Design mem_bank_ram, sky130hd; sources not shown.
### Floorplan with the power grid, run 1

Drawn at 1.5 px/um. Pins as bars on the die edge.
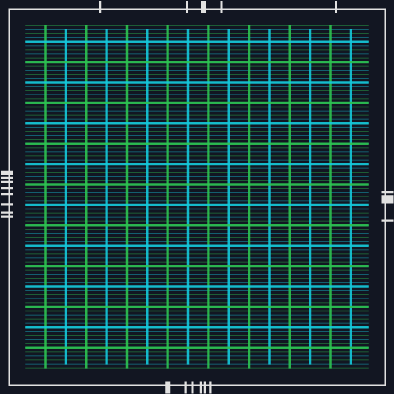
- cyan: VDD
- green: VSS
- signal pins: 30
- met4 straps: 16
- rows: 84
Core ar.: 52300 um^2
Worst VDD drop: 0.000430 V
Die X: 250 um
chip height: 250 um

### Cells colored by class, run 1

Drawn at 1 px/um. Fill, decap, tap and diode cells in gray.
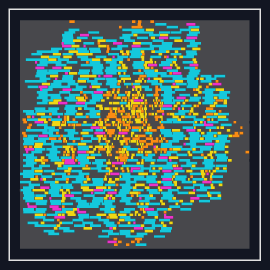
- orange: remaining buffers and delay cells (cells 228; share of their area 8.7%)
- magenta: clock drivers and dummy loads (cells 95; share of their area 6.8%)
- yellow: remaining logic cells (cells 556; share of their area 20%)
- cyan: sequential cells (cells 528; share of their area 64%)
fraction of area in registers: 61.9%
final core utilization: 48.4%
Design Area, Final: 25300 um^2

### Routed clock nets over the placement, run 1

Drawn at 2 px/um.
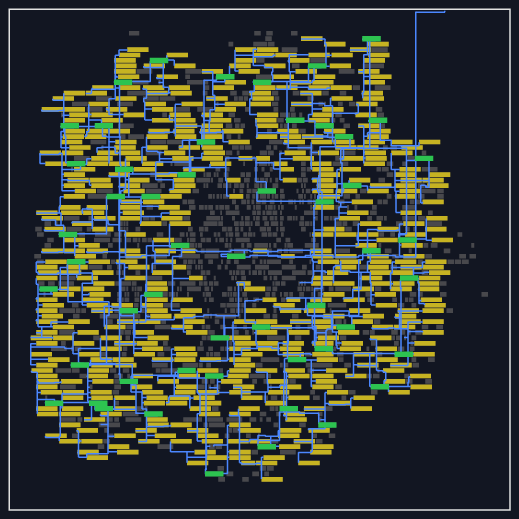
- blue: clock wires (length 6080 um)
- green: clock-net drivers (count 52)
- yellow: flip-flops (count 528)
- routed clock nets: 53
- flops lie: all over the die
clock skew: 0.0247 ns
P_clk: 5370 uW
Worst-Skew Late Latency: 0.61 ns
clock share of power: 42.6%

==> run summary, run 1 <==
yosys + openroad results -> status=finished clean, fin cells=2095, WP data arrival=3.63 ns, Post-CTS Setup Inserts=0, total number of vias=11552, DR WL/cell=25.4 um, DR WL met2=around 25 mm, Max Used Layer=met5, Async S/R FF share, synth=0%, Sw Share=~20%, total gr overflow=0, Routability Congestion=between 0.9 and 1, crit path max fanout=38, Hold Vio Cnt, Final=0, Crit Path Class=in -> reg, synthesized area per cell=18.3 um^2, IO Count=30, CTS max path bufs=3, Worst-Margin Slew=between 0.9 and 1 ns, Hold Path Depth=1, NumNets Final=1387, Stages on worst setup path=10, clk root buf=clkbuf_16, number of global-route vias before repair=approximately 12000, CTS Sinks=about 530, worst path cell trace=buf_8 > buf_4 > buf_4 > mux2i_1 > a22oi_1 > a21oi_1 > nor4_1 > a32oi_1 > nand2_2 > buf_12, Post-Syn Area=21100 um^2, hold crit path type=reg -> reg, Num CTS Buffers=52, vias per cell=~5.5, Registers, synthesis=approximately 530, RSZ-0062 raised after global routing=no, fp util=roughly 40%, slew margin rel.=35.6%, Setup-failing EPs final=0, pins over their slew limit=0, synthesis-to-finish area growth=20.2%, most instantiated logic cell after routing=edfxtp_1, CTS tree=yes, power per cell area=497 nW/um^2, CP Capture Type=flip-flop, die area=62300 um^2, I/O Buffers=29, Antenna Cells=0, cells after synthesis=1152, met3 routed WL=4.00 mm, DRT Wirelength=53.2 mm, CP max-delay cell=a32oi_1, Synthesized Nets=1173, CTS-repair resized insts=0, GRT Total Usage=between 10% and 20%, max reg flops=512, Area after DPL=23700 um^2
## run 1: per-stage QoR
stage / TNS, ns / power [uW] / hold slack (ns) / setup slack, ns
after global routing: 0 / 13000 / 0.559 / 0.220
after detailed placement: -110.76 / 7350 / 0.496 / -0.259
after CTS: 0 / 12700 / 0.512 / 0.372
after global placement: -96.55 / 7350 / 0.491 / -0.266
after floorplan: 0 / 7090 / 0.449 / 0.160
final: 0 / 12600 / 0.515 / 0.311
## run 1: cells by family (layout without fill, tap and decap cells)
logic type / after synthesis / after routing / share of synthesized area (%)
buffers and inverters: 72 / 327 / 2.06
DFF: 528 / 528 / 74.4
and+or+nand+nor: 190 / 190 / 4.08
muxes: 217 / 217 / 14.7
xor gates and xnor gates: 4 / 4 / 0.166
adders and majority gates: 1 / 1 / 0.0593
AOI/OAI and AO/OA: 140 / 140 / 4.47
## run 1: final cells by class
cell class              count  area (um^2)
flip-flops and latches    528        15700
repair buffers            228         2120
well taps                 688          861
multi-input cells         552         4990
fillers                  4411        27000
clock buffers              62         1360
inverters                   4         15.0
clock inverters            33          308
## run 1: cell usage after synthesis (2+ instances only)
| master | count | area, um^2 |
|---|---|---|
| a21oi_1 | 39 | 195 |
| a22oi_1 | 72 | 541 |
| a31oi_1 | 3 | 18.8 |
| a32oi_1 | 8 | 70.1 |
| and2_1 | 2 | 12.5 |
| and3_1 | 3 | 18.8 |
| buf_12 | 2 | 40.0 |
| buf_2 | 10 | 50.1 |
| buf_4 | 10 | 75.1 |
| buf_6 | 8 | 90.1 |
| buf_8 | 2 | 30.0 |
| clkbuf_1 | 35 | 131 |
| dfxtp_1 | 16 | 320 |
| edfxtp_1 | 512 | 15400 |
| inv_1 | 4 | 15.0 |
| mux2_2 | 9 | 101 |
| mux2i_1 | 136 | 1360 |
| mux4_1 | 7 | 184 |
| mux4_2 | 65 | 1460 |
| nand2_1 | 34 | 128 |
| nand2b_1 | 12 | 75.1 |
| nand3_1 | 6 | 30.0 |
| nand4_1 | 2 | 12.5 |
| nor2_1 | 93 | 349 |
| nor2b_1 | 4 | 25.0 |
| nor3_1 | 16 | 80.1 |
| nor4_1 | 8 | 50.1 |
| o21a_1 | 3 | 22.5 |
| o21ai_0 | 4 | 20.0 |
| o22ai_1 | 8 | 50.1 |
| or2_2 | 2 | 12.5 |
| or3_1 | 2 | 12.5 |
| xnor2_1 | 2 | 17.5 |
| xor2_1 | 2 | 17.5 |
## run 1: per-layer routing
metal	vias to the layer above	track usage, %
li1	5075	-
met1	5951	22.8
met2	439	25.7
met3	85	3.36
met4	2	6.44
met5	-	0
## run 1: power by group through the flow
| stage | clock [uW] | combinational [uW] | sequential (uW) |
|---|---|---|---|
| 6_report | 5370 | 574 | 6650 |
| 5_1_grt | 5700 | 604 | 6650 |
| 4_1_cts | 5460 | 570 | 6650 |
| 3_5_place_dp | 0 | 568 | 6780 |
| 3_3_place_gp | 0 | 568 | 6780 |
| 2_1_floorplan | 0 | 305 | 6780 |
==> run 1 -> run 2 <==
- SLEW_MARGIN: 15 -> 5
### Routed clock nets over the placement, run 2

Drawn at 2 px/um.
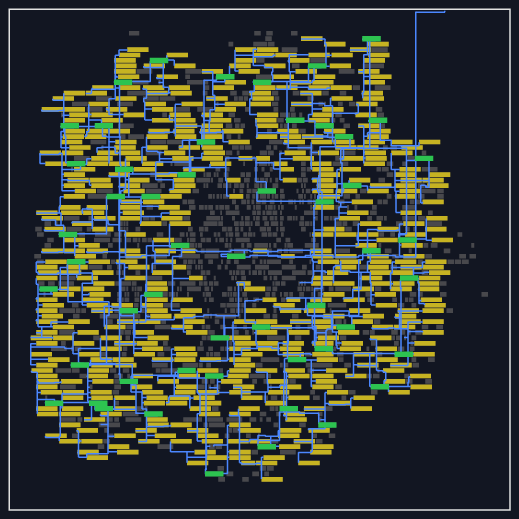
- blue: clock wires (length 6080 um)
- yellow: flip-flops (count 528)
- green: clock-net drivers (count 52)
- routed clock nets: 53
- flops lie: all over the die

==> run 2 against run 1 <==
Against the previous run: count of clock-buffer cells in the layout unchanged; utilization did not move; design area unchanged; critical endpoint unchanged.
==> run summary, run 2 <==
yosys + openroad results -> CTS-repair resized insts=0, final core utilization=48.4%, Post-CTS Setup Inserts=0, WP data required=roughly 3.9 ns, Max Cap Viol=0, # Cells Yosys=1152, 1st-pass router iterations=5, dominant cell by count in the synthesized netlist=edfxtp_1, Synth Seq Share=74.4%, DR WL/cell=25.4 um, I/O Buffers=29, Area contributors post-synth=edfxtp_1 (73%), mux4_2 (6.9%), mux2i_1 (6.5%), Hold Path Depth=1, fp util=about two fifths, GRT Total Usage=between 15 and 20%, total number of vias=around 12000, Design Area, Final=25300 um^2, IO Count=30, Post-synth top cells=edfxtp_1 (512), mux2i_1 (136), nor2_1 (93), a22oi_1 (72), mux4_2 (65), Fin Setup TNS=0 ns, WP data arrival=3.63 ns, distinct lib cells=45, synthesized area per cell=18.3 um^2, Async S/R FF share, synth=0%, Hold Vio Cnt, Final=0, cts hold-fix bufs=0, fin crit period=between 3 and 4 ns, Post-DRT Antenna Nets=0, slew margin rel.=35.6%, hold crit path type=reg -> reg, CTS tree=yes, Worst-Margin Slew=0.962 ns, antenna violations before repair=1, NumNets Final=1387, clock skew=0.0247 ns, Worst Path Buf+Inv=4, worst path cell trace=buf_8 > buf_4 > buf_4 > mux2i_1 > a22oi_1 > a21oi_1 > nor4_1 > a32oi_1 > nand2_2 > buf_12, CP max-delay cell=a32oi_1, post-synth top area share=72.9%, Routability Congestion=around 0.94, Fmax=304 MHz, max reg flops=512, cell type with the largest total area=edfxtp_1, Stages on worst setup path=10, Place WS=-0.259 ns, clk root buf=clkbuf_16, DRC=0, Crit path top cell by count=buf_4, CP Capture Type=flip-flop, main flop type=edfxtp_1, Area after DPL=23700 um^2, Setup-failing EPs final=0, synthesis-to-finish area growth=20.2%, fin cells=2095, pins over their slew limit=0, layout cell share with drive strength beyond 1=25.7%, Num CTS Buffers=around 52, Leakage=0.00981 uW, Top cells excl fill/tap=edfxtp_1 (512), buf_4 (173), mux2i_1 (136), nor2_1 (92), a22oi_1 (72), Fillers=~4400, Die X=250 um, power per cell area=497 nW/um^2, CTS Sinks=528, CTS max path bufs=3, DRT Wirelength=53.2 mm, Tcrit/Tclk final=about nine tenths, Registers, synthesis=528, most instantiated logic cell after routing=edfxtp_1, cells after synthesis=1152, EDFF count, synth=about 500, Worst-Skew Late Latency=0.61 ns, Synthesized Nets=1173, die area=between 60000 and 70000 um^2, vias per cell=5.51, crit path max fanout=38, chip height=250 um, Crit Path Class=in -> reg, Worst VDD drop=0.000430 V, RSZ-0062 raised after global routing=no, Post-Syn Area=21100 um^2, placed cell count=about 2000, total gr overflow=0, status=finished clean, number of global-route vias before repair=11667, Core ar.=52300 um^2, Final WS setup=between 0.3 and 0.4 ns, Flop area=15700 um^2, Antenna Cells=0, Comb area=4990 um^2
run 2: layer usage:
| layer | up-vias | global-route usage [%] | share of wire [%] |
|---|---|---|---|
| met4 | 2 | 6.44 | 3.0 |
| met3 | 85 | 3.36 | 7.5 |
| met1 | 5951 | 22.8 | 43 |
| met2 | 439 | 25.7 | 46 |
| met5 | - | 0 | 0.017 |
| li1 | 5075 | - | - |
run 2: power breakdown:
part	total, uW	internal (uW)	switching (uW)	leakage [uW]
registers	6650	6650	6.51	0.00589
clock network	5370	3110	2260	0.000820
logic	574	255	319	0.00310
total	12600	10000	2580	0.00981
run 2: metrics by stage:
step / hold slack (ns) / power (uW)
final: 0.515 / 12600
after global routing: 0.559 / 13000
after CTS: 0.512 / 12700
after detailed placement: 0.496 / 7350
after global placement: 0.491 / 7350
after floorplan: 0.449 / 7090
run 2: cells by family after synthesis:
group           Yosys count  share of synthesized area (%)
buf+inv                  72                           2.06
flops                   528                           74.4
fa+ha+maj                 1                         0.0593
compound gates          140                           4.47
simple gates            190                           4.08
mux                     217                           14.7
xor+xnor                  4                          0.166
run 2: area by class of cell:
cell class                      instances  share of cell area, %
Timing Repair Buffer                  228                   8.36
Clock buffer                           62                   5.37
Clock inverter                         33                   1.21
Multi-Input combinational cell        552                   19.7
Sequential cell                       528                   61.9
Tap cell                              688                   3.40
Inverter                                4                 0.0592
Power and IR drop assume default switching activity.
